==> src/rtl/imm_pkg.sv <==
// imm_pkg: shared mode encodings and default widths for the immediate-extension unit.
package imm_pkg;
   localparam logic [1:0] MODE_SEXT     = 2'b00;
   localparam logic [1:0] MODE_ZEXT     = 2'b01;
   localparam logic [1:0] MODE_SEXT_SHL = 2'b10;
   localparam logic [1:0] MODE_UPPER    = 2'b11;
   localparam int IMM_IN_W  = 16;
   localparam int IMM_OUT_W = 32;
   localparam int IMM_SHL   = 2;
endpackage

==> src/rtl/skid_buf_2.sv <==
// skid_buf_2: 2-entry FIFO with valid/ready on both sides; in_ready comes only from the registered count.
module skid_buf_2 #(
   parameter int W = 32
) (
   input  logic         clk,
   input  logic         rst,
   input  logic         in_valid,
   output logic         in_ready,
   input  logic [W-1:0] in_data,
   output logic         out_valid,
   input  logic         out_ready,
   output logic [W-1:0] out_data
);
   logic [1:0]   count_q, count_d;
   logic [W-1:0] e0_q, e0_d, e1_q, e1_d;
   logic         push, pop;
   assign in_ready  = count_q != 2'd2;
   assign out_valid = count_q != 2'd0;
   assign out_data  = e0_q;
   assign push      = in_valid && in_ready;
   assign pop       = out_valid && out_ready;
   // e0 is always the oldest entry; e1 only fills when e0 is occupied and not leaving
   always_comb begin
      e0_d    = ((count_q == 2'd0 && push) || (count_q == 2'd1 && push && pop)) ? in_data :
                (count_q == 2'd2 && pop) ? e1_q : e0_q;
      e1_d    = (count_q == 2'd1 && push && !pop) ? in_data : e1_q;
      count_d = count_q + {1'b0, push} - {1'b0, pop};
   end
   always_ff @(posedge clk or posedge rst) begin
      if (rst) begin
         count_q <= '0;
         e0_q    <= '0;
         e1_q    <= '0;
      end else begin
         count_q <= count_d;
         e0_q    <= e0_d;
         e1_q    <= e1_d;
      end
   end
endmodule

==> src/rtl/imm_extend_pipe.sv <==
// imm_extend_pipe: widens an immediate by mode (sext/zext/sext<<SHL/upper) and registers it into a 2-entry skid buffer.
module imm_extend_pipe
   import imm_pkg::*;
#(
   parameter int IN_W  = IMM_IN_W,
   parameter int OUT_W = IMM_OUT_W,
   parameter int SHL   = IMM_SHL
) (
   input  logic             clk,
   input  logic             rst,
   input  logic             in_valid,
   output logic             in_ready,
   input  logic [IN_W-1:0]  in_data,
   input  logic [1:0]       in_mode,
   output logic             out_valid,
   input  logic             out_ready,
   output logic [OUT_W-1:0] out_data
);
   if (IN_W < 1 || IN_W > OUT_W || SHL < 0 || SHL >= OUT_W) begin : g_bad_params
      $error("imm_extend_pipe: illegal IN_W/OUT_W/SHL combination");
   end
   logic [OUT_W-1:0] sext, zext, ext;
   // size casts avoid zero-width replications when IN_W == OUT_W
   always_comb begin
      sext = OUT_W'($signed(in_data));
      zext = OUT_W'(in_data);
      ext  = (in_mode == MODE_SEXT)     ? sext :
             (in_mode == MODE_ZEXT)     ? zext :
             (in_mode == MODE_SEXT_SHL) ? sext << SHL :
                                          zext << (OUT_W - IN_W);
   end
   skid_buf_2 #(.W(OUT_W)) u_buf (
      .clk       (clk),
      .rst       (rst),
      .in_valid  (in_valid),
      .in_ready  (in_ready),
      .in_data   (ext),
      .out_valid (out_valid),
      .out_ready (out_ready),
      .out_data  (out_data)
   );
endmodule

==> config.mk <==
export PLATFORM = sky130hd
export DESIGN_NAME = imm_extend_pipe
export DESIGN_NICKNAME = d
export VERILOG_FILES = /design/src/rtl/imm_pkg.sv /design/src/rtl/skid_buf_2.sv /design/src/rtl/imm_extend_pipe.sv
export SDC_FILE = /design/constraint.sdc
export NUM_CORES = 1
export LEC_CHECK = 0
export CAP_MARGIN = 25
export CORE_MARGIN = 2
export CORE_UTILIZATION = 53
export DETAILED_ROUTE_END_ITERATION = 12
export PLACE_DENSITY = 0.86
export SYNTH_ARGS = -nofsm -noshare
export SYNTH_HDL_FRONTEND = slang
export SYNTH_SLANG_ARGS = --single-unit
==> constraint.sdc <==
create_clock -name clk -period 2.75 [get_ports clk]
set_input_delay 0.55 -clock clk [delete_from_list [all_inputs] [get_ports clk]]
set_output_delay 0.55 -clock clk [all_outputs]
set_load 0.05 [all_outputs]
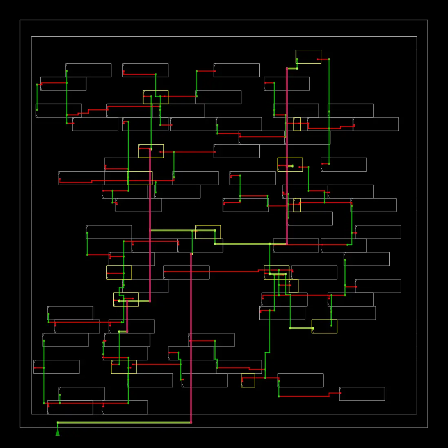
Run 1: clock routing
layout clock buffer count: 13
Clk power: 0.726 mW
flip-flops: 66
Final Skew: 0.002654 ns
cts bufs inserted: 9

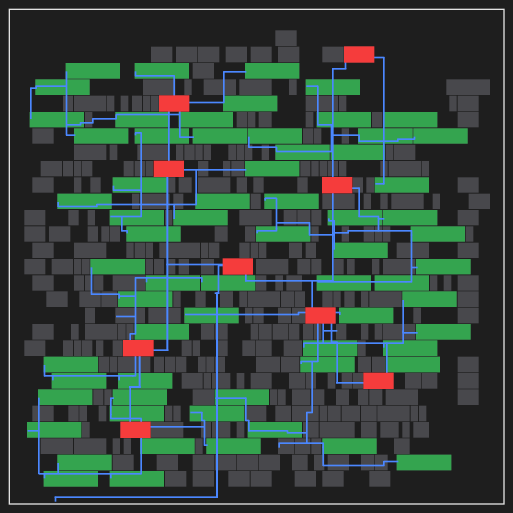
Run 1: clock distribution
Drawn at 6 px/um.
Green marks flip-flops, count 66. Red marks clock drivers, count 9. Blue marks clock wires, length 819 um.
Position of the flops: spread over the die. There are 10 routed clock nets.
Clk pwr share: 19.0%
clock latency on the worst-skew pair: 0.34 ns

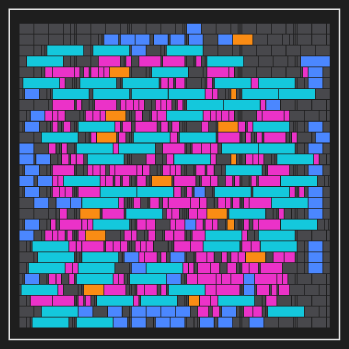
Run 1: placement by cell class
Drawn at 4 px/um. Fill, decap, tap and diode cells in grey.
Magenta marks combinational and other logic, cells 236. Cyan marks flops, cells 66. Orange marks clock drivers and dummy loads, cells 15. Blue marks other buffers and delay cells, cells 61.
flop share of the area: 41.48%
core footprint: 5921 sq um
FP Rows: 28
Core Util, Final: 67.24%

[run 1: metrics by stage]
stage	cell area (sq um)	hold WS, ns
after global placement	3810	0.4580
after floorplan	3242	0.4395
after CTS	3981	0.4856
final	3981	0.4852
after global routing	3981	0.5017
after detailed placement	3810	0.4701
[run 1: layer usage]
| layer | part of all wire [%] | track usage (%) | wire, um | vias up |
|---|---|---|---|---|
| met5 | 0 | 0 | 0 | - |
| met4 | 2.2 | 12.17 | 162 | 0 |
| met3 | 5.1 | 4.130 | 377 | 17 |
| met2 | 49 | 38.95 | 3657 | 88 |
| met1 | 43 | 33.84 | 3222 | 1240 |
| li1 | - | - | - | 1221 |
[run 1: power breakdown]
part / switching, mW / leakage (nW) / internal (mW)
Combinational: 1.03 / 0.721 / 0.569
Sequential: 0.195 / 0.848 / 1.30
Clock: 0.355 / 0.0855 / 0.371
Total: 1.58 / 1.65 / 2.24
[run 1: cell families after synthesis]
family                 count (synthesis)  share of synthesized area (%)
AND-OR/OR-AND                        103                          25.47
buffers and inverters                 55                          7.989
flip-flops                            66                          50.95
multiplexers                           2                         0.8103
AND/OR/NAND/NOR                       99                          14.78
[run 1: tightest hold or removal path, delay by kind of cell, from the launching register on]
kind	cells	cell delay, ns
AND/OR/NAND/NOR	1	0.05
AND-OR/OR-AND	1	0.06
flip-flops	1	0.35
[run 1: how the worst min path moves through the flow]
stage                                      end                       start  depth (start not counted)  slack [ns]
floorplan            u_buf.e1_q[0]$_DFFE_PP0P_   u_buf.e1_q[0]$_DFFE_PP0P_                          2        0.44
global placement     u_buf.e1_q[0]$_DFFE_PP0P_   u_buf.e1_q[0]$_DFFE_PP0P_                          2        0.46
detailed placement   u_buf.e1_q[2]$_DFFE_PP0P_   u_buf.e1_q[2]$_DFFE_PP0P_                          2        0.47
CTS                 u_buf.e1_q[10]$_DFFE_PP0P_  u_buf.e1_q[10]$_DFFE_PP0P_                          2        0.49
global route        u_buf.e1_q[11]$_DFFE_PP0P_  u_buf.e1_q[11]$_DFFE_PP0P_                          2        0.50
finish              u_buf.e1_q[10]$_DFFE_PP0P_  u_buf.e1_q[10]$_DFFE_PP0P_                          2        0.49
[run 1: state kept, by name, summed over array words and instances (netlist names)]
register        flops
u_buf.count_q       2
u_buf.e1_q         32
u_buf.out_data     32
[run 1: layout make-up]
type                            instances  area share [%]
Sequential cell                        66           41.48
Inverter                               32           3.017
Tap cell                               75           2.357
Clock inverter                          2          0.3143
Multi-Input combinational cell        204           33.56
Timing Repair Buffer                   61           15.27
Clock buffer                           13           3.991
[run 1: Yosys cell counts, types with 3 or more instances]
| cell | instances | area share [%] |
|---|---|---|
| dfrtp_1 | 66 | 51 |
| nand2_1 | 66 | 7.6 |
| o21ai_0 | 35 | 5.4 |
| inv_1 | 32 | 3.7 |
| a21oi_1 | 28 | 4.3 |
| o221ai_2 | 27 | 13 |
| nor2b_1 | 17 | 3.3 |
| clkbuf_1 | 10 | 1.2 |
| buf_2 | 6 | 0.93 |
| buf_6 | 5 | 1.7 |
| a211oi_1 | 3 | 0.69 |
| a31oi_1 | 3 | 0.58 |
| nand2b_1 | 3 | 0.58 |
==> out/qor.txt, run 1 <==
Post-synth ARST share - 100.0%
Hold Buf Count CTS - 0
f_max - 418.1 MHz
kind of critical path - flop to output pin
worst-case clock buffer depth - 2
Crit path depth - 2
Power, Total - 3.816 mW
final tally of setup violations - 0
vias per cell - 5.664
Max stage delay on crit path - 0.70 ns
hold crit path type - flop to flop
WP data arrival - 1.84 ns
setup ws final - 0.3583 ns
max_cap viols - 0
Hold Fails Final Rpt - 0
DIE HEIGHT - 82.21 um
sequential fraction of the synthesis area - 50.95%
clock slew at reported path FFs - 0.07 ns
pin slew with the least headroom to its limit - 0.9406 ns
global route total overflow - 0
Gate Area - 1336 sq um
initial antenna violation count - 0
number of flops mapped to enable cells by yosys - 0
yosys stat area - 3242 sq um
Setup TNS - 0 ns
CTS tree - yes
Mapped Area - 3242 sq um
fill count - 477
Diodes inserted - 0
max-slew violation count - 0
flops out of synthesis - 66
Crit path max-delay family - buffers and inverters
CP Launch Point - u_buf.count_q[0]$_DFF_PP0_
largest net degree at the start of global routing - 67
flop2flop setup slack - 0.95 ns
Worst R2R Start - u_buf.count_q[1]$_DFF_PP0_
Core Util at FP - 54.75%
status - finished, final reports clean
DR iter-0 viols - 242
R2R cell count - 4
IO Pins - 56
sequential cell area - 1652 sq um
Final Critical Period - 2.392 ns
Non-Filler Instances - 453
Log Warnings - 26
crit path DRT - 2.20 ns
Total Routed Length - 7.420 mm
drt drc - 0
Avg WL per Cell - 16.38 um
Tcrit/Tclk final - 86.97%
worst relative slew slack - 37.17%
YS warnings - 0
Crit. End Element - output pin
Yosys Instances - 325
H-tree depth - 3
chip width - 82.21 um
synthesis-to-layout area growth - 22.81%
first-pass GRT wire length - 12.48 mm
Pre-antenna DRT Iters - 4
Pwr per Cell Area - 958.6 nW/um^2
Setup WS pre-CTS - 0.2477 ns
Die ar. - 6758 sq um
WP buf/inv - 1
Static Leak - 1.654 nW
antenna-violating nets left - 0
worst path cell trace - or2_2, clkdlybuf4s50_1
Worst IR Drop VDD - 0.5726 mV
DP HPWL - 5.050 mm
RSZ-0062 raised after global routing - no
Total Routing Usage GR - 24.93%
RR Endpoint - u_buf.out_data[17]$_DFFE_PP0P_
dominant logic cell types in the final layout - nand2_1, dfrtp_1, clkdlybuf4s50_1
Synth Instances - 325
DR vias - 2566
post-CTS sizing - 0
slowest stage cell, crit path - clkdlybuf4s50_1
Final nets - 396
Nets at Floorplan - 347
Run 1, I/O pins on the die edge:
Drawn at 3 px/um. Pins as bars across the die edge, other pins in grey.
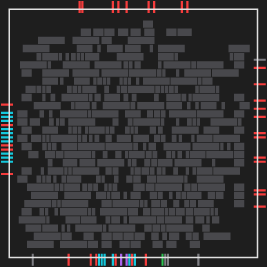

## Run 2: what changed since run 1
--- a/config.mk
+++ b/config.mk
@@ -5,6 +5,7 @@
 export SDC_FILE = /design/constraint.sdc
 export NUM_CORES = 1
 export LEC_CHECK = 0
+export ABC_AREA = 1
 export CAP_MARGIN = 25
 export CORE_MARGIN = 2
 export CORE_UTILIZATION = 53
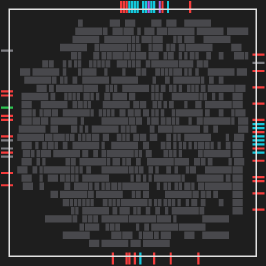
Run 2: I/O pins on the die edge
Drawn at 3 px/um. Pins as bars across the die edge, other pins in grey.
Purple marks in_mode, pins 2, direction input, edge north. Cyan marks in_data, pins 16, direction input, edge 9 north, 6 east, 1 south. Green marks in_ready, pins 1, direction output, edge west. Red marks out_data, pins 32, direction output, edge 12 east, 8 west, 7 south, 5 north.
All pins by edge: 19 east, 16 north, 13 west, 8 south.
I/O Buffers: 55
DIE HEIGHT: 81.88 um
chip width: 81.88 um

==> run 2 against run 1 <==
  * First-iteration DRC count grew 48%
  * Power grew 28%
  * Global-route usage grew 2.9 points
  * Clock-buffer cell count is 2 lower
  * Hold slack lost 0.0047 ns
  * Design area shrank 1.8%
  * Clock skew increased by 0.0043 ns
  * Critical path type unchanged
  * Synthesized area shrank 0.85%
==> out/qor.txt, run 2 <==
status - finished, final reports clean
Crit. End Element - output pin
hold path depth - 2 (unchanged)
flops out of synthesis - 66 (unchanged)
number of flops mapped to enable cells by yosys - 0 (unchanged)
global route total overflow - 0 (unchanged)
Mapped Area - 3214 sq um (-0.85%)
Log Warnings - 26 (unchanged)
Hold Fails Final Rpt - 0 (unchanged)
Synth area leaders - dfrtp_1, nand2_1, nand3_1
Die ar. - 6704 sq um (-0.81%)
Yosys Instances - 401 (+23%)
Final Critical Period - 2.137 ns (-0.2552 ns)
H-tree depth - 3 (unchanged)
Final Cell Area - 3911 sq um (-1.8%)
Multiplexer share - 0% (-0.81 points)
hold crit path type - flop to flop
worst-case clock buffer depth - 2 (unchanged)
Final nets - 467 (+18%)
placed inst area - 3760 sq um (-1.3%)
XORs/XNORs by Area - 0% (unchanged)
vias per cell - 5.912 (+4.4%)
Synth Instances - 401 (+23%)
initial antenna violation count - 0 (unchanged)
FP Rows - 28 (unchanged)
max-slew violation count - 0 (unchanged)
f_max - 468.1 MHz (+12%)
WP data arrival - 1.59 ns (-0.25 ns)
antenna-violating nets left - 0 (unchanged)
dominant logic cell types in the final layout - nand2_1, dfrtp_1, nand3_1
CTS tree - yes
gpl congestion - 0.9420
DR iter-0 viols - 359 (+48%)
Hold Buf Count CTS - 0 (unchanged)
RSZ-0062 raised after global routing - no
Tcrit/Tclk final - 77.69% (-9.3 points)
Setup WS pre-CTS - 0.3723 ns (+0.1246 ns)
sequential fraction of the synthesis area - 51.38% (+0.44 points)
crit path DRT - 2.20 ns (about the same)
largest net degree at the start of global routing - 44 (-34%)
most frequent cell after synthesis - nand2_1
post-CTS sizing - 0 (unchanged)
Total Routed Length - 8.858 mm (+19%)
setup ws final - 0.6135 ns (+0.2552 ns)
Top FF cell, synth - dfrtp_1
Avg WL per Cell - 16.90 um (+3.2%)
top cells by count - nand2_1, dfrtp_1, nand3_1, nand4_1, o21ai_0
YS warnings - 0 (unchanged)
Synth Area in Compound Gates - 7.240% (-18 points)
Total Routing Usage GR - 27.79% (+2.9 points)
Synth logic family - simple AND/OR/NAND/NOR gates
drt drc - 0 (unchanged)
Non-Filler Instances - 524 (+16%)
post-synth top area share - 51.38% (+0.44 points)
DR vias - 3098 (+21%)
Setup Buffers After CTS - 0
Core Util at FP - 54.61% (-0.14 points)
clock latency on the worst-skew pair - 0.34 ns (about the same)
and+or+nand+nor area frac - 32.39% (+18 points)
DP HPWL - 5.874 mm (+16%)
Max FO, Critical Path - 2
Setup TNS - 0 ns (unchanged)
Root Buffer - clkbuf_8
yosys adder share - 0% (unchanged)
yosys stat area - 3214 sq um (-0.85%)
Worst IR Drop VDD - 0.9074 mV (+58%)
cts bufs inserted - 9 (unchanged)
core footprint - 5886 sq um (-0.59%)
final tally of setup violations - 0 (unchanged)
Synth area leader - dfrtp_1
IO Pins - 56 (unchanged)
Pre-antenna DRT Iters - 4 (unchanged)
synthesis-to-layout area growth - 21.68%
pin slew with the least headroom to its limit - 0.5430 ns (-0.3976 ns)
first-pass GRT wire length - 14.12 mm (+13%)
Final Skew - 0.006927 ns (+0.004272 ns)
Pwr per Cell Area - 1247 nW/um^2 (+30%)
kind of critical path - flop to output pin
max_cap viols - 0 (unchanged)
Static Leak - 1.921 nW (+16%)
R2R cell count - 8 (+4)
worst relative slew slack - 63.75% (+27 points)
Diodes inserted - 0 (unchanged)
Nets at Floorplan - 423 (+22%)
Post-synth ARST share - 100.0% (unchanged)
clock slew at reported path FFs - 0.07 ns (about the same)
-- run 2: netlist changes by cell type after synthesis, moves of 5 or more --
| cell | before | now |
|---|---|---|
| a21oi_1 | 28 | 2 |
| buf_4 | 2 | 8 |
| inv_1 | 32 | 24 |
| nand2_1 | 66 | 133 |
| nand3_1 | 1 | 64 |
| nand4_1 | 0 | 28 |
| nor2_1 | 0 | 5 |
| nor2b_1 | 17 | 0 |
| o21ai_0 | 35 | 25 |
| o221ai_2 | 27 | 0 |
| o22ai_1 | 0 | 13 |
-- run 2: logic make-up (layout without fill, tap and decap cells) --
kind of cell           after synthesis  in the layout
AND-OR/OR-AND                       42             42
AND/OR/NAND/NOR                    233            233
buffers and inverters               60            108
flip-flops                          66             66
-- run 2: per-stage QoR --
| stage | hold slack [ns] | total power [mW] | utilization (%) |
|---|---|---|---|
| global placement | 0.4543 | 4.095 | 63.88 |
| finish | 0.4805 | 4.878 | 66.45 |
| floorplan | 0.4420 | 3.398 | - |
| detailed placement | 0.4607 | 4.193 | 63.88 |
| global route | 0.4949 | 5.127 | 66.45 |
| CTS | 0.4783 | 4.874 | 66.45 |
-- run 2: metal layers --
layer,part of all wire (%),track usage [%],wire (um)
met1,41,37.99,3676
met2,49,44.96,4341
met3,7.8,5.275,692
met4,1.7,8.667,147
met5,0,0,0
-- run 2: layout make-up --
type,count,area (sq um)
timing repair buffer,65,635.6
fill,512,1974
inverter,28,105.1
clock inverter,4,20.02
sequential,66,1652
multi-input combinational,275,1274
tap,75,93.84
clock buffer,11,131.4
-- run 2: final timing paths --
kind | from | to | slack (ns)
max in group asynchronous | rst | u_buf.e1_q[10]$_DFFE_PP0P_ | 1.56
worst max register to register | u_buf.count_q[0]$_DFF_PP0_ | u_buf.e1_q[16]$_DFFE_PP0P_ | 0.78
worst min-delay path | u_buf.e1_q[19]$_DFFE_PP0P_ | u_buf.e1_q[19]$_DFFE_PP0P_ | 0.48
worst min register to register | u_buf.e1_q[19]$_DFFE_PP0P_ | u_buf.e1_q[19]$_DFFE_PP0P_ | 0.48
worst max-delay path | u_buf.count_q[0]$_DFF_PP0_ | in_ready | 0.61
min in group asynchronous | rst | u_buf.out_data[30]$_DFFE_PP0P_ | 0.56
-- run 2: critical path: stages, from the launching register on --
cell and delay [ns]:
dfrtp_1 0.37, inv_2 0.04, nand2_1 0.05, clkdlybuf4s50_1 0.79
-- run 2: where the power goes --
group / switching, mW / internal, mW / leakage, nW / total [mW]
clock: 0.361 / 0.316 / 0.0827 / 0.677
combinational: 1.70 / 0.764 / 0.998 / 2.47
sequential: 0.278 / 1.46 / 0.840 / 1.74
total: 2.34 / 2.54 / 1.92 / 4.88
Power figures rest on the tool's default switching activity, not on a simulated workload.
